[config.mk]
export PLATFORM = sky130hd
export DESIGN_NAME = mmio_io_hub
export DESIGN_NICKNAME = d
export VERILOG_FILES = /design/src/rtl/mmio_io_hub.sv
export SDC_FILE = /design/constraint.sdc
export NUM_CORES = 1
export LEC_CHECK = 0
export ABC_AREA = 1
export CELL_PAD_IN_SITES_DETAIL_PLACEMENT = 0
export CELL_PAD_IN_SITES_GLOBAL_PLACEMENT = 2
export CORE_ASPECT_RATIO = 1.75
export CORE_MARGIN = 2
export CORE_UTILIZATION = 34
export DETAILED_ROUTE_END_ITERATION = 7
export DONT_BUFFER_PORTS = 1
export HOLD_SLACK_MARGIN = 0.08
export PLACE_DENSITY_LB_ADDON = 0.1
export REMOVE_ABC_BUFFERS = 1
export SYNTH_ARGS = -nofsm -noshare
export SYNTH_HDL_FRONTEND = slang
export SYNTH_SLANG_ARGS = --single-unit
[constraint.sdc]
create_clock -name CLK -period 2.3 [get_ports CLK]
set_clock_uncertainty 0.2 [all_clocks]
set_input_delay 0.46 -clock CLK [delete_from_list [all_inputs] [get_ports CLK]]
set_output_delay 0.46 -clock CLK [all_outputs]
set_load 0.01 [all_outputs]
[src/rtl/mmio_io_hub.sv]
// Memory-mapped I/O hub on the OTTER IOBUS: buffered output registers plus a
// synchronised input port with sticky rising-edge flags, maskable IRQ and cycle counter.
module mmio_io_hub #(
  parameter logic [31:0] BASE_AD     = 32'h1100_0000,
  parameter int unsigned IN_W        = 16,
  parameter int unsigned OUT_W       = 16,
  parameter int unsigned NUM_OUT     = 2,
  parameter int unsigned SYNC_STAGES = 2
) (
  input  logic                      CLK,
  input  logic                      RST,
  input  logic [31:0]               IOBUS_ADDR,
  input  logic [31:0]               IOBUS_OUT,
  input  logic                      IOBUS_WR,
  input  logic                      IOBUS_RD,
  output logic [31:0]               IOBUS_IN,
  input  logic [IN_W-1:0]           PORT_IN,
  output logic [NUM_OUT*OUT_W-1:0]  PORT_OUT,
  output logic                      INTR
);

  localparam logic [31:0] OFF_IN   = 32'h0000_0000;
  localparam logic [31:0] OFF_EDGE = 32'h0000_0004;
  localparam logic [31:0] OFF_MASK = 32'h0000_0008;
  localparam logic [31:0] OFF_CYC  = 32'h0000_000C;
  localparam logic [31:0] OUT_STEP = 32'h0000_0020;

  // Output register k lives at BASE_AD + 0x20*(k+1).
  function automatic logic [31:0] out_addr(input int unsigned k);
    return BASE_AD + OUT_STEP * 32'(k + 1);
  endfunction

  logic [IN_W-1:0]               sync_q [SYNC_STAGES];
  logic [IN_W-1:0]               sync_w;
  logic [IN_W-1:0]               prev_q;
  logic [IN_W-1:0]               edge_q, edge_d;
  logic [IN_W-1:0]               mask_q, mask_d;
  logic [IN_W-1:0]               rise_c;
  logic [NUM_OUT-1:0][OUT_W-1:0] out_q, out_d;
  logic [31:0]                   cyc_q;
  logic                          intr_q, intr_d;

  logic                          hit_in, hit_edge, hit_mask, hit_cyc;
  logic [NUM_OUT-1:0]            hit_out;
  logic                          clr_edge;
  logic                          unused_wdata;

  assign sync_w       = sync_q[SYNC_STAGES-1];
  assign PORT_OUT     = out_q;
  assign INTR         = intr_q;
  assign unused_wdata = ^IOBUS_OUT;

  // Exact-match address decode, no aliasing.
  always_comb begin
    hit_in   = (IOBUS_ADDR == BASE_AD + OFF_IN);
    hit_edge = (IOBUS_ADDR == BASE_AD + OFF_EDGE);
    hit_mask = (IOBUS_ADDR == BASE_AD + OFF_MASK);
    hit_cyc  = (IOBUS_ADDR == BASE_AD + OFF_CYC);
    hit_out  = '0;
    for (int unsigned k = 0; k < NUM_OUT; k++) begin
      hit_out[k] = (IOBUS_ADDR == out_addr(k));
    end
  end

  // Read mux; the edge read returns the pre-clear flags.
  always_comb begin
    IOBUS_IN = '0;
    if (hit_in) begin
      IOBUS_IN = 32'(sync_w);
    end else if (hit_edge) begin
      IOBUS_IN = 32'(edge_q);
    end else if (hit_mask) begin
      IOBUS_IN = 32'(mask_q);
    end else if (hit_cyc) begin
      IOBUS_IN = cyc_q;
    end else begin
      for (int unsigned k = 0; k < NUM_OUT; k++) begin
        if (hit_out[k]) begin
          IOBUS_IN = 32'(out_q[k]);
        end
      end
    end
  end

  // Next-state: a new rise in the clearing cycle survives the clear.
  always_comb begin
    clr_edge = IOBUS_RD && hit_edge;
    rise_c   = sync_w & ~prev_q;
    edge_d   = (edge_q & ~{IN_W{clr_edge}}) | rise_c;
    intr_d   = |(edge_d & mask_q);
    mask_d   = mask_q;
    out_d    = out_q;
    if (IOBUS_WR && hit_mask) begin
      mask_d = IOBUS_OUT[IN_W-1:0];
    end
    for (int unsigned k = 0; k < NUM_OUT; k++) begin
      if (IOBUS_WR && hit_out[k]) begin
        out_d[k] = IOBUS_OUT[OUT_W-1:0];
      end
    end
  end

  always_ff @(posedge CLK) begin
    if (RST) begin
      for (int unsigned i = 0; i < SYNC_STAGES; i++) begin
        sync_q[i] <= '0;
      end
      prev_q <= '0;
      edge_q <= '0;
      mask_q <= '0;
      out_q  <= '0;
      cyc_q  <= '0;
      intr_q <= 1'b0;
    end else begin
      sync_q[0] <= PORT_IN;
      for (int unsigned i = 1; i < SYNC_STAGES; i++) begin
        sync_q[i] <= sync_q[i-1];
      end
      prev_q <= sync_w;
      edge_q <= edge_d;
      mask_q <= mask_d;
      out_q  <= out_d;
      cyc_q  <= cyc_q + 32'd1;
      intr_q <= intr_d;
    end
  end

endmodule

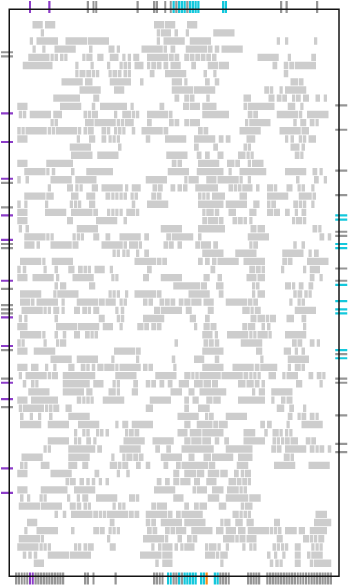
Figure 1: run 1, pin map.
Scale: 3 px per um. Pins as bars across the die edge, other pins in grey.
| colour | port | pins | direction | edge |
|---|---|---|---|---|
| purple | PORT_IN | 16 | input | 12 left, 2 bottom, 2 top |
| orange | IOBUS_WR | 1 | input | bottom |
| cyan | PORT_OUT | 32 | output | 12 bottom, 10 top, 10 right |
quantity of I/O buffers inserted on ports: 0
die y size: 189 um
horizontal die size: 109 um

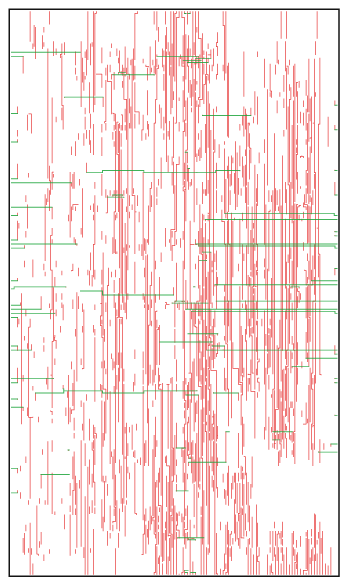
Figure 2: run 1, metal layers overlaid.
Scale: 3 px per um. Two of the layers only.
| colour | layer | wire length |
|---|---|---|
| red | metal 2 | 11300 um |
| green | metal 3 | 973 um |

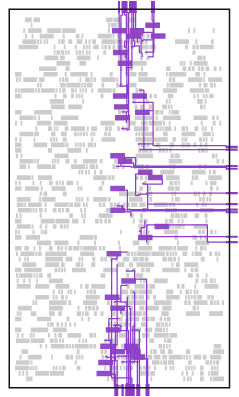
Figure 3: run 1, port wiring.
Scale: 2 px per um.
| colour | port | bits | direction | edge | end cells | buffers | wire |
|---|---|---|---|---|---|---|---|
| purple | PORT_OUT | 32 | output | 12 bottom, 10 top, 10 right | 32 | 0 | 1710 um |

==> impl_results.rst, run 1 <==
Metrics
=======

.. list-table::
   :header-rows: 1

   * - Metric
     - Value
   * - Synthesized area per cell
     - just under 7 um^2
   * - Stage-log warning count
     - roughly 43
   * - Smallest setup slack after layout
     - -0.239 ns
   * - Longest individual stage delay on the worst path
     - 0.21 ns
   * - Total Die Area
     - just over 0.02 mm^2
   * - Setup repair after global routing missed its margin
     - true
   * - Type of element launching the critical path
     - primary input
   * - Global placement routability congestion
     - ~0.85
   * - Xor+xnor area frac
     - less than 1%
   * - Kind of path behind the tightest hold check
     - reg -> reg
   * - Violations in the final reports
     - negative setup slack
   * - CTS sink count
     - approximately 150
   * - Worst-skew pair later-pin latency
     - about 0.43 ns
   * - Yosys-reported design area after synthesis
     - roughly 0.0066 mm^2
   * - Critical path required time
     - around 1.6 ns
   * - Clock transition at the register clock pins on the worst setup and hold paths after CTS
     - roughly 0.060 ns
   * - Max Cap Violations
     - 0
   * - Maximum vdd drop
     - between 0.0005 and 0.0006 V
   * - TritonCTS clock tree
     - yes
   * - Vias in the first global route
     - roughly 6000
   * - Initial antenna violation count
     - 0
   * - Count of cells along the worst register-to-register path
     - 13
   * - Antenna Cells
     - 0
   * - Critical Setup Path Class
     - in -> out
   * - Area contributors post-synth
     - sky130_fd_sc_hd__dfxtp_1, sky130_fd_sc_hd__nand2_1, sky130_fd_sc_hd__a21oi_1
   * - Crit path depth
     - 13
   * - Share of cells above drive strength 1
     - between 20% and 30%
   * - Number of routed nets with antenna violations
     - 0
   * - Static power due to leakage
     - between 0.003 and 0.004 uW
   * - Number of nets in the finished design
     - ~1100
   * - Layout-stage area growth over the synthesis result
     - 30.1%
   * - Result of the run
     - finished, violations left
   * - Total number of vias
     - roughly 6100
   * - Number of top-level pins
     - ~150
   * - Top cell type by total area after synthesis
     - sky130_fd_sc_hd__dfxtp_1
   * - Initial Utilization
     - between 30% and 40%
   * - # setup viols final
     - 16
   * - Unique masters post-synth
     - 36
==> run 1: through the flow <==
stage | setup TNS [ns] | setup slack (ns)
floorplan | -35.71 | -1.08
global placement | -8.31 | -0.273
detailed placement | -8.57 | -0.272
CTS | -3.73 | -0.221
global route | -6.14 | -0.328
finish | -3.40 | -0.239
==> run 1: layout make-up <==
cell class              count  area, um^2
clock buffers              18         439
repair buffers             86         925
well taps                 241         302
fillers                  1982       10500
inverters                 147         604
multi-input cells         627        3270
clock inverters            14         159
flip-flops and latches    145        2910
==> run 1: where the power goes <==
| group | leakage (uW) | internal, uW | switching, uW | total (uW) |
|---|---|---|---|---|
| clock network | 0.000275 | 1640 | 1150 | 2790 |
| registers | 0.00118 | 2560 | 20.6 | 2590 |
| logic | 0.00249 | 114 | 134 | 248 |
==> run 1: worst paths after layout <==
kind | startpoint | slack (ns) | to
worst max-delay path | IOBUS_ADDR[31] | -0.24 | IOBUS_IN[14]
worst min-delay path | sync_q[0][7] | 0.20 | sync_q[0][23]
worst max register to register | cyc_q[0] | 0.17 | cyc_q[20]
worst min register to register | sync_q[0][7] | 0.20 | sync_q[0][23]
==> run 1: cells by family (layout without fill, tap and decap cells) <==
logic type,Yosys count,after routing
AOI/OAI and AO/OA,176,176
xor gates and xnor gates,2,2
adders and majority gates,1,1
buffers and inverters,187,265
DFF,145,145
and+or+nand+nor,448,448
==> run 1: worst register-to-register path, cell delays in order (launching register included) <==
cell                      delay (ns)
sky130_fd_sc_hd__dfxtp_4        0.36
sky130_fd_sc_hd__ha_1           0.17
sky130_fd_sc_hd__nand2_1        0.06
sky130_fd_sc_hd__inv_1          0.08
sky130_fd_sc_hd__nand3_2        0.08
sky130_fd_sc_hd__nor2_2         0.16
sky130_fd_sc_hd__nand2_2        0.08
sky130_fd_sc_hd__buf_4          0.14
sky130_fd_sc_hd__inv_2          0.06
sky130_fd_sc_hd__nand2_2        0.07
sky130_fd_sc_hd__nor3_4         0.22
sky130_fd_sc_hd__nand4_1        0.14
sky130_fd_sc_hd__o21ai_1        0.16
sky130_fd_sc_hd__a21oi_1        0.05
==> run 1: sequential cells by signal, indices dropped and copies added, names as in the netlist <==
signal,flops
sync_q,32
PORT_OUT,32
edge_q,16
INTR,1
prev_q,16
cyc_q,32
mask_q,16
==> run 1: timing repair <==
action / CTS / global route
pin swaps: 4 / 40
gates cloned: 0 / 1
resized: 29 / 96
hold buffers: 35 / 0
endpoints found under the setup margin: 36 / 41
endpoints found under the hold margin: 134 / 0
buffers inserted: 0 / 3
==> run 1: layer usage <==
layer  wire length (um)  vias up  GRT usage [%]  share of wire, %
met3                973       24           5.57               4.9
met4                435        0           7.40               2.2
li1                   -     3166              -                 -
met5                  0        -              0                 0
met2              11300      125           37.8                57
met1               7290     2758           19.4                36
==> inputs of run 2 (changes only) <==
--- a/config.mk
+++ b/config.mk
@@ -5,12 +5,12 @@
 export SDC_FILE = /design/constraint.sdc
 export NUM_CORES = 1
 export LEC_CHECK = 0
-export ABC_AREA = 1
+export ABC_AREA = 0
 export CELL_PAD_IN_SITES_DETAIL_PLACEMENT = 0
 export CELL_PAD_IN_SITES_GLOBAL_PLACEMENT = 2
 export CORE_ASPECT_RATIO = 1.75
 export CORE_MARGIN = 2
-export CORE_UTILIZATION = 34
+export CORE_UTILIZATION = 37
 export DETAILED_ROUTE_END_ITERATION = 7
 export DONT_BUFFER_PORTS = 1
 export HOLD_SLACK_MARGIN = 0.08
@@ -19,3 +19,4 @@
 export SYNTH_ARGS = -nofsm -noshare
 export SYNTH_HDL_FRONTEND = slang
 export SYNTH_SLANG_ARGS = --single-unit
+export TNS_END_PERCENT = 10
==> run 2 against run 1 <==
The run still ends with negative setup slack left. Critical path type unchanged. Hold slack got worse by 0.096 ns. Area after synthesis fell by 1.2%. Combinational power grew 15%. First-iteration DRC count is 7.7% higher. Via count grew 0.35%. Non-clock buffer count is 55 higher. Sequential cell count did not move. Sequential share of layout area is 0.56 points lower. Sequential power barely moved.
==> impl_results.rst, run 2 <==
Metrics
=======

.. list-table::
   :header-rows: 1

   * - Metric
     - Value
   * - Gr busiest metal
     - met2
   * - Minimum setup slack among reg-to-reg paths
     - 0.10 ns (-0.07 ns)
   * - Number of top-level pins
     - 149 (unchanged)
   * - Fillers
     - 1710 (-14%)
   * - Total number of vias
     - 6094 (+0.35%)
   * - Share of power burned in registers
     - 45.1% (-0.9 points)
   * - Max Cap Violations
     - 0 (unchanged)
   * - Smallest setup slack after layout
     - -0.244 ns (-0.00515 ns)
   * - # setup viols final
     - 31 (+15)
   * - Number of nets in the finished design
     - 950 (-14%)
   * - Critical path required time
     - 1.64 ns (about the same)
   * - Total negative setup slack
     - -6.08 ns (-2.68 ns)
   * - Switching portion of total power
     - 24.2% (+0.98 points)
   * - Maximum vdd drop
     - 0.000498 V (-16%)
   * - Clock transition at the register clock pins on the worst setup and hold paths after CTS
     - 0.06 ns (about the same)
   * - Kind of path behind the tightest hold check
     - in -> reg
   * - Setup repair after global routing missed its margin
     - true
   * - Result of the run
     - finished, violations left
   * - Sequential cell area
     - 0.00290 mm^2 (-0.17%)
   * - Violations in the final reports
     - negative setup slack
   * - Total Die Area
     - 0.0188 mm^2 (-8.9%)
   * - Share of cells above drive strength 1
     - 15.9% (-6.0 points)
   * - Internal power contribution
     - 4360 uW (+0.92%)
   * - Switching pwr
     - 1390 uW (+6.5%)
   * - Share of total power in the clock network
     - 49.9% (+0.3 points)
   * - Xor+xnor area frac
     - 2.41% (+2.1 points)
   * - Synthesized area per cell
     - 8.57 um^2 (+24%)
   * - Stage-log warning count
     - 43 (unchanged)
   * - Global routing met3 resource utilization
     - 4.06% (-1.5 points)
   * - Static power due to leakage
     - 0.00331 uW (-16%)
   * - Die y size
     - 180 um (-4.6%)
   * - Longest individual stage delay on the worst path
     - 0.33 ns (+0.12 ns)
   * - Crit path depth
     - 7 (-6)
   * - Count of cells along the worst register-to-register path
     - 6 (-7)
   * - Area contributors post-synth
     - sky130_fd_sc_hd__dfxtp_1, sky130_fd_sc_hd__nor2b_1, sky130_fd_sc_hd__a21oi_1
   * - Initial Utilization
     - 37.6% (+3.0 points)
   * - Antenna Cells
     - 0 (unchanged)
   * - CTS sink count
     - 145 (unchanged)
   * - Yosys-reported design area after synthesis
     - 0.00654 mm^2 (-1.2%)
   * - Top cell type by total area after synthesis
     - sky130_fd_sc_hd__dfxtp_1
   * - Type of element launching the critical path
     - primary input
   * - Horizontal die size
     - 104 um (-4.5%)
   * - TritonCTS clock tree
     - yes
   * - Worst-skew pair later-pin latency
     - 0.42 ns (about the same)
   * - Combinational power share
     - 5.0% (+0.6 points)
   * - Initial antenna violation count
     - 0 (unchanged)
   * - Capturing point of the worst reg2reg path
     - cyc_q[9]
   * - Number of routed nets with antenna violations
     - 0 (unchanged)
## run 2: cells by family after synthesis
kind of cell    after synthesis
simple gates                319
xor+xnor                     18
fa+ha+maj                     1
mux                          16
buf+inv                      68
flops                       145
compound gates              196
## run 2: how the worst max path moves through the flow
stage | start | endpoint | slack, ns
2_1_floorplan | IOBUS_ADDR[13] | IOBUS_IN[15] | -1.32
3_3_place_gp | IOBUS_ADDR[13] | IOBUS_IN[10] | -0.35
3_5_place_dp | IOBUS_ADDR[27] | IOBUS_IN[15] | -0.37
4_1_cts | IOBUS_ADDR[29] | IOBUS_IN[1] | -0.22
5_1_grt | IOBUS_ADDR[16] | IOBUS_IN[10] | -0.34
6_report | IOBUS_ADDR[16] | IOBUS_IN[13] | -0.24
## run 2: per-layer routing
layer	up-vias	share of wire [%]
met5	-	0
met4	0	2.3
met3	36	3.8
met2	154	54
met1	2986	40
li1	2918	-
## run 2: cell type report
type / count / share of cell area (%)
inverters: 10 / 0.430
repair buffers: 141 / 16.1
clock inverters: 14 / 1.95
well taps: 231 / 3.31
multi-input cells: 550 / 40.0
flip-flops and latches: 145 / 33.2
clock buffers: 18 / 4.91
## run 2: metrics by stage
| step | setup WS (ns) | hold slack (ns) | util [%] | power, uW |
|---|---|---|---|---|
| 2_1_floorplan | -1.32 | 0.214 | - | 2750 |
| 3_3_place_gp | -0.346 | 0.218 | 40.8 | 2790 |
| 3_5_place_dp | -0.370 | 0.224 | 40.8 | 2790 |
| 4_1_cts | -0.225 | 0.0889 | 49.7 | 5780 |
| 5_1_grt | -0.342 | 0.0941 | 50.3 | 5950 |
| 6_report | -0.244 | 0.104 | 50.3 | 5750 |
## run 2: worst min-delay path, delay by kind of cell
kind	cells	cell delay [ns]
AND/OR/NAND/NOR	2	0.14
AND-OR/OR-AND	1	0.06
## run 2: repair_timing
| action | in CTS | in global routing |
|---|---|---|
| pin swaps | 16 | 7 |
| hold buffers | 74 | 0 |
| setup buffers | 7 | 5 |
| endpoints found under the hold margin | 139 | 0 |
| gates resized | 24 | 12 |
| endpoints found under the setup margin | 32 | 50 |
## run 2: power by group through the flow
stage / Clock (uW) / Sequential [uW] / Combinational (uW)
2_1_floorplan: 0 / 2640 / 110
3_3_place_gp: 0 / 2650 / 140
3_5_place_dp: 0 / 2650 / 144
4_1_cts: 2900 / 2590 / 284
5_1_grt: 3030 / 2600 / 314
6_report: 2870 / 2590 / 285
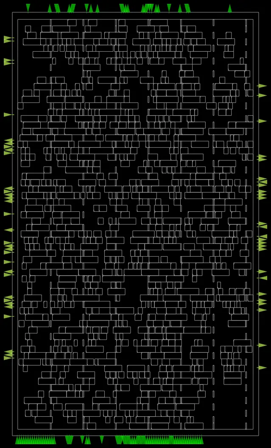
Figure 4: run 2, placement view.
Rows: 64
registers: 145
non-filler cells, final: 1109

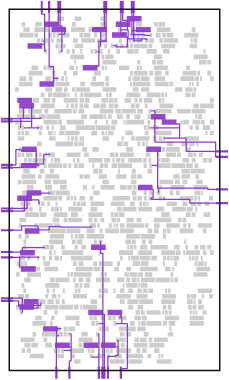
Figure 5: run 2, port wiring.
Scale: 2 px per um.
| colour | port | bits | direction | edge | end cells | buffers | wire |
|---|---|---|---|---|---|---|---|
| purple | PORT_OUT | 32 | output | 11 left, 10 top, 7 bottom, 4 right | 32 | 0 | 1040 um |

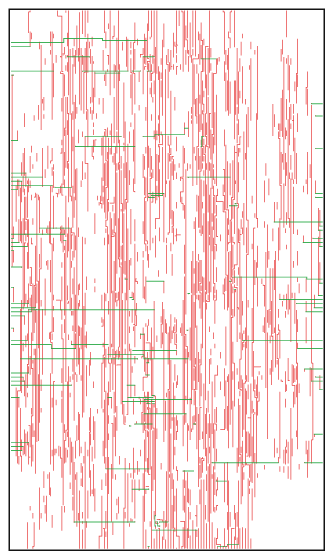
Figure 6: run 2, metal layers overlaid.
Scale: 3 px per um. Two of the layers only.
| colour | layer | wire length |
|---|---|---|
| red | metal 2 | 12000 um |
| green | metal 3 | 845 um |
DRT Wirelength: 22300 um
WL/cell: 20.1 um
total track usage: 23.9%

==> inputs of run 3 (changes only) <==
--- a/config.mk
+++ b/config.mk
@@ -11,6 +11,7 @@
 export CORE_ASPECT_RATIO = 1.75
 export CORE_MARGIN = 2
 export CORE_UTILIZATION = 37
+export CTS_CLUSTER_SIZE = 28
 export DETAILED_ROUTE_END_ITERATION = 7
 export DONT_BUFFER_PORTS = 1
 export HOLD_SLACK_MARGIN = 0.08
==> run 3 against run 2 <==
The run still ends with negative setup slack left. Synthesized cell count did not move. Non-clock buffer count did not move. Largest power group unchanged. Critical path type unchanged. Count of clock-buffer cells in the layout did not move. Sequential share of layout area did not move. Register-to-register slack barely moved. Area after synthesis did not move. Global-route usage did not move. Cell area did not move. Critical endpoint unchanged. Clock power barely moved. Hold slack did not move. Critical path depth did not move. Maximum frequency did not move.
==> impl_results.rst, run 3 <==
Metrics
=======

.. list-table::
   :header-rows: 1

   * - Metric
     - Value
   * - Type of element launching the critical path
     - primary input
   * - Static power due to leakage
     - 0.00331 uW (unchanged)
   * - Number of nets in the finished design
     - 950 (unchanged)
   * - Total track usage
     - 23.9% (unchanged)
   * - Max Cap Violations
     - 0 (unchanged)
   * - Longest individual stage delay on the worst path
     - 0.33 ns (about the same)
   * - Maximum vdd drop
     - 0.000498 V (unchanged)
   * - Worst-skew pair later-pin latency
     - 0.42 ns (about the same)
   * - Part of the Yosys area used for sequential elements
     - between 40% and 50%
   * - Die y size
     - 180 um (unchanged)
   * - Final cell utilization of the core
     - 50.3% (unchanged)
   * - Highest fanout seen on the critical path
     - 14
   * - Setup repair after global routing missed its margin
     - true
   * - Total number of vias
     - 6094 (unchanged)
   * - Number of routed nets with antenna violations
     - 0 (unchanged)
   * - Post-Route Hold Slack
     - 0.104 ns (unchanged)
   * - Core Footprint
     - roughly 0.017 mm^2
   * - Count of cells along the worst register-to-register path
     - 6 (unchanged)
   * - Violations in the final reports
     - negative setup slack
   * - Yosys-reported design area after synthesis
     - 0.00654 mm^2 (unchanged)
   * - Total Die Area
     - 0.0188 mm^2 (unchanged)
   * - WL/cell
     - 20.1 um (unchanged)
   * - DRT Wirelength
     - 22300 um (unchanged)
   * - Capturing point of the worst reg2reg path
     - cyc_q[9]
   * - Buffer cell driving the clock tree root
     - sky130_fd_sc_hd__clkbuf_16
   * - Critical path required time
     - 1.64 ns (about the same)
   * - Rows
     - 64 (unchanged)
   * - Initial antenna violation count
     - 0 (unchanged)
   * - Vias in the first global route
     - 6206
   * - Top cell type by total area after synthesis
     - sky130_fd_sc_hd__dfxtp_1
   * - Initial Utilization
     - 37.6% (unchanged)
   * - Result of the run
     - finished, violations left
   * - Horizontal die size
     - 104 um (unchanged)
   * - Kind of path behind the tightest hold check
     - in -> reg
   * - Smallest setup slack after layout
     - -0.244 ns (unchanged)
   * - Largest delay share family, worst path
     - simple AND/OR/NAND/NOR gates
   * - Measured slew at the worst slew-check pin
     - ~0.66 ns
   * - Clock transition at the register clock pins on the worst setup and hold paths after CTS
     - 0.06 ns (about the same)
   * - CTS sink count
     - 145 (unchanged)
   * - First-pass GRT wire length
     - roughly 35000 um
   * - Area contributors post-synth
     - sky130_fd_sc_hd__dfxtp_1, sky130_fd_sc_hd__nor2b_1, sky130_fd_sc_hd__a21oi_1
   * - Stage-log warning count
     - 43 (unchanged)
   * - TritonCTS clock tree
     - yes
   * - Antenna Cells
     - 0 (unchanged)
   * - Minimum setup slack among reg-to-reg paths
     - 0.10 ns (about the same)
   * - # setup viols final
     - 31 (unchanged)
   * - Pin count of the biggest net entering global routing
     - 85
   * - Synthesized area per cell
     - 8.57 um^2 (unchanged)
   * - Cell at the slowest stage of the critical path
     - sky130_fd_sc_hd__nor4_4
run 3: cell counts after synthesis:
Identical to the previous run, type by type.
run 3: worst max path at each step:
stage | startpoint | end | slack, ns | cells after the start
floorplan | IOBUS_ADDR[13] | IOBUS_IN[15] | -1.32 | 5
global route | IOBUS_ADDR[16] | IOBUS_IN[10] | -0.34 | 7
global placement | IOBUS_ADDR[13] | IOBUS_IN[10] | -0.35 | 7
finish | IOBUS_ADDR[16] | IOBUS_IN[13] | -0.24 | 7
detailed placement | IOBUS_ADDR[27] | IOBUS_IN[15] | -0.37 | 8
CTS | IOBUS_ADDR[29] | IOBUS_IN[1] | -0.22 | 8
run 3: layout make-up:
class	instances	area, um^2
repair buffers	141	1410
clock inverters	14	170
fillers	1710	8640
well taps	231	289
clock buffers	18	429
multi-input cells	550	3490
flip-flops and latches	145	2900
inverters	10	37.5
run 3: where the power goes:
part | internal [uW] | leakage [uW] | total (uW) | switching (uW)
logic | 149 | 0.00183 | 285 | 136
registers | 2560 | 0.00118 | 2590 | 29.5
clock network | 1640 | 0.000294 | 2870 | 1230
total | 4360 | 0.00331 | 5750 | 1390
run 3: metal layers:
metal / share of wire [%] / up-vias / global-route usage, %
li1: - / 2918 / -
met1: 40 / 2986 / 26.8
met2: 54 / 154 / 44.4
met3: 3.8 / 36 / 4.06
met4: 2.3 / 0 / 8.65
met5: 0 / - / 0
run 3: logic make-up (layout without fill, tap and decap cells):
| family | Yosys count | in the layout | synth area share (%) |
|---|---|---|---|
| muxes | 16 | 16 | 2.55 |
| AOI/OAI and AO/OA | 196 | 196 | 17.7 |
| and+or+nand+nor | 319 | 319 | 28.1 |
| buffers and inverters | 68 | 183 | 4.65 |
| adders and majority gates | 1 | 1 | 0.191 |
| xor gates and xnor gates | 18 | 18 | 2.41 |
| DFF | 145 | 145 | 44.4 |
run 3: per-stage QoR:
stage	TNS, ns	power, uW	setup WS, ns	instances
after floorplan	-47.59	2750	-1.32	705
after global placement	-15.52	2790	-0.346	991
after detailed placement	-19.40	2790	-0.370	991
after CTS	-6.15	5780	-0.225	1104
after global routing	-9.15	5950	-0.342	1109
final	-6.08	5750	-0.244	1109
run 3: worst min-delay path: stages:
cell and delay, ns:
sky130_fd_sc_hd__nor2b_1 0.05, sky130_fd_sc_hd__nand4_1 0.09, sky130_fd_sc_hd__a21oi_1 0.06
run 3: repair_timing:
action	4_1_cts	5_1_grt
resized	24	12
buffers inserted	7	5
endpoints found under the hold margin	139	0
setup endpoints to repair	32	50
pin swaps	16	7
gates cloned	0	0
hold buffers	74	0
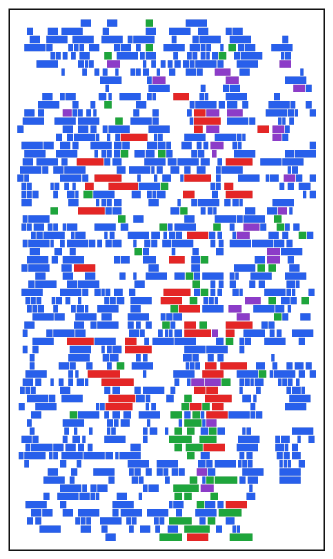
Figure 7: run 3, sizing map.
Scale: 3 px per um.
| colour | size | cells | most used |
|---|---|---|---|
| purple | _2 cells | 29 | a22oi_2 |
| green | _3 and _4 cells | 66 | buf_4 |
| blue | _0 and _1 cells | 738 | dfxtp_1 |
| red | _6 and larger | 45 | clkbuf_16 |

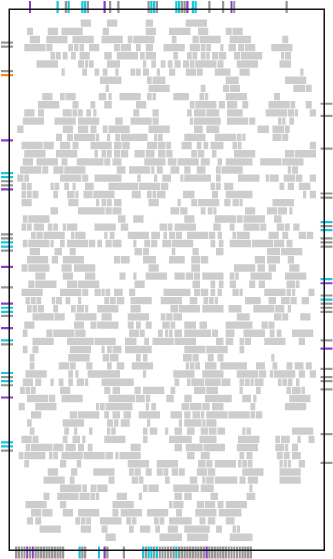
Figure 8: run 3, pin map.
Scale: 3 px per um. Pins as bars across the die edge, other pins in grey.
| colour | port | pins | direction | edge |
|---|---|---|---|---|
| orange | IOBUS_WR | 1 | input | left |
| purple | PORT_IN | 16 | input | 6 left, 4 bottom, 4 top, 2 right |
| cyan | PORT_OUT | 32 | output | 11 left, 10 top, 7 bottom, 4 right |
all pins by edge: 65 bottom, 32 left, 26 top, 26 right

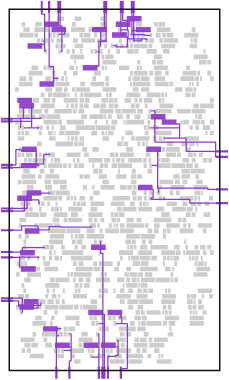
Figure 9: run 3, port wiring.
Scale: 2 px per um.
| colour | port | bits | direction | edge | end cells | buffers | wire |
|---|---|---|---|---|---|---|---|
| purple | PORT_OUT | 32 | output | 11 left, 10 top, 7 bottom, 4 right | 32 | 0 | 1040 um |
number of top-level pins: 149

Power and IR drop assume default switching activity.
